File: src/rtl/sram_rd_pipe.sv
// Read-data delay line: RD_LAT stages of {vld, data}.
// Latency RD_LAT cycles; no backpressure, one result per cycle in order.
module sram_rd_pipe #(
    parameter int DATA_WIDTH = 512,
    parameter int RD_LAT     = 1
) (
    input  logic                  inst_clk,
    input  logic                  inst_rst_n,
    input  logic                  in_vld,
    input  logic [DATA_WIDTH-1:0] in_dat,
    output logic                  out_vld,
    output logic [DATA_WIDTH-1:0] out_dat
);

    logic [RD_LAT-1:0]     vld_q;
    logic [DATA_WIDTH-1:0] dat_q [RD_LAT];

    // Data only advances with its valid, so the last stage holds between pulses.
    always_ff @(posedge inst_clk or negedge inst_rst_n) begin
        if (!inst_rst_n) begin
            vld_q <= '0;
            for (int i = 0; i < RD_LAT; i++) dat_q[i] <= '0;
        end else begin
            vld_q[0] <= in_vld;
            if (in_vld) dat_q[0] <= in_dat;
            for (int i = 1; i < RD_LAT; i++) begin
                vld_q[i] <= vld_q[i-1];
                if (vld_q[i-1]) dat_q[i] <= dat_q[i-1];
            end
        end
    end

    assign out_vld = vld_q[RD_LAT-1];
    assign out_dat = dat_q[RD_LAT-1];

endmodule

File: config.mk
export PLATFORM = sky130hd
export DESIGN_NAME = sram_rd_pipe
export DESIGN_NICKNAME = d
export VERILOG_FILES = /design/src/rtl/sram_rd_pipe.sv
export SDC_FILE = /design/constraint.sdc
export NUM_CORES = 1
export LEC_CHECK = 0
export CELL_PAD_IN_SITES_DETAIL_PLACEMENT = 1
export CELL_PAD_IN_SITES_GLOBAL_PLACEMENT = 1
export CORE_AREA = 2 2 397 399
export CTS_BUF_LIST = sky130_fd_sc_hd__clkbuf_8
export CTS_CLUSTER_DIAMETER = 40
export CTS_CLUSTER_SIZE = 24
export DETAILED_ROUTE_END_ITERATION = 6
export DIE_AREA = 0 0 399 401
export PLACE_DENSITY = 0.49
export SLEW_MARGIN = 20
export SYNTH_ARGS = -nofsm -noshare
export SYNTH_HDL_FRONTEND = slang
export SYNTH_SLANG_ARGS = --single-unit
File: constraint.sdc
create_clock -name inst_clk -period 1.9 [get_ports inst_clk]
set_clock_uncertainty 0.05 [all_clocks]
set_input_delay 0.38 -clock inst_clk [delete_from_list [all_inputs] [get_ports inst_clk]]
set_output_delay 0.38 -clock inst_clk [all_outputs]
set_load 0.02 [all_outputs]
clocks.png
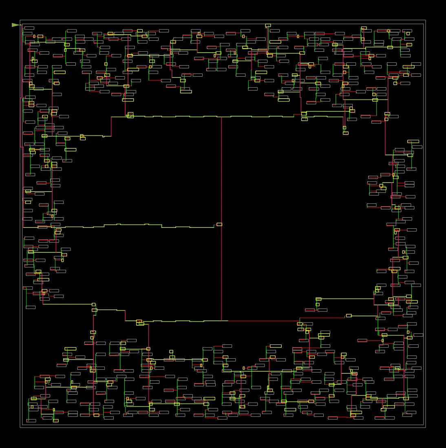
FFs & Latches: 513
cts bufs inserted: 113
Clock Sinks: 513

placement_by_type.png
Drawn at 1 px/um.
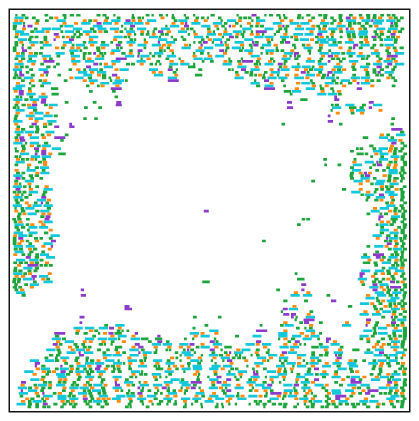
legend:
  remaining buffers and delay cells:
    colour: green
    cells: 1,228
    share_of_their_area: 35%
  clock drivers and dummy loads:
    colour: purple
    cells: 210
    share_of_their_area: 8.4%
  combinational and other logic:
    colour: orange
    cells: 512
    share_of_their_area: 17%
  sequential cells:
    colour: cyan
    cells: 513
    share_of_their_area: 39%

==> Changelog: implementation <==
## Flow update

- Top cells by count: dfrtp_1, mux2_2, buf_6
- Final period util: 1.032
- Num ports: 1,028
- Status: finished, violations left
- Worst Setup Path Type: reg2out
- Pin count of the biggest net entering global routing: 76
- Die Span X: 399 um
- TritonRoute pass-1 iters: 4
- Post-synthesis sequential area ratio: 0.6670
- Post-route insts no fill: 4,538
- Number of buffer and inverter stages on the critical path: 1
- Fraction of area in registers: 0.3596
- Critical path launch point: out_dat[477]
- Worst R2R End: out_dat[204]
- Critical path fanouts, max: 2
- Failing checks: setup timing
- Final worst slack: -0.06000 ns
- Flop pwr share: 0.366
- Critical path, cell by cell: buf_6
- Clock power frac: 0.430
- Met1 Wirelength: 37.10 mm
- Yosys synthesis chip area: 19,250 um2
- Most common cell in the synthesized netlist: dfrtp_1
- Number of synthesized flops with an enable pin: 0
- Top cells by area: dfrtp_1, mux2_2, buf_6
- Total Wirelength: 97.66 mm
- Arr. time, crit path: 1.53 ns
- Ys Warns: 0
- Core ar.: 155,700 um2
- Setup violations, final: 3
- Netlist Area Pre-Place: 19,250 um2
- MUX area fraction: 0.2996
- Reg2reg start: out_dat[204]
- Antenna-violating nets left: 0
- First-pass GRT wire length: 132.3 mm
- Comb group: 7.19 mW
-- stage by stage --
stage	power, mW	setup TNS [ns]
6_report	35.15	-0.1018
5_1_grt	36.75	-4.905
3_5_place_dp	20.19	0
3_3_place_gp	20.16	0
4_1_cts	35.93	-7.877
2_1_floorplan	15.52	0
-- flip-flops by register name, indices dropped and copies added, names as in the netlist --
name,flops
out_dat,512
out_vld,1
-- repair_timing --
item	CTS	global route
endpoints found under the hold margin	611	0
buffers inserted	27	9
hold buffers	100	0
gates resized	2847	8
setup endpoints to repair	513	142
-- layer usage --
| metal | vias to the layer above | global-route usage |
|---|---|---|
| met1 | 7463 | 0.1311 |
| met5 | - | 0 |
| met3 | 188 | 0.05526 |
| met2 | 604 | 0.2011 |
| met4 | 46 | 0.03403 |
| li1 | 6455 | - |
Power is estimated from default activity; no workload was simulated.
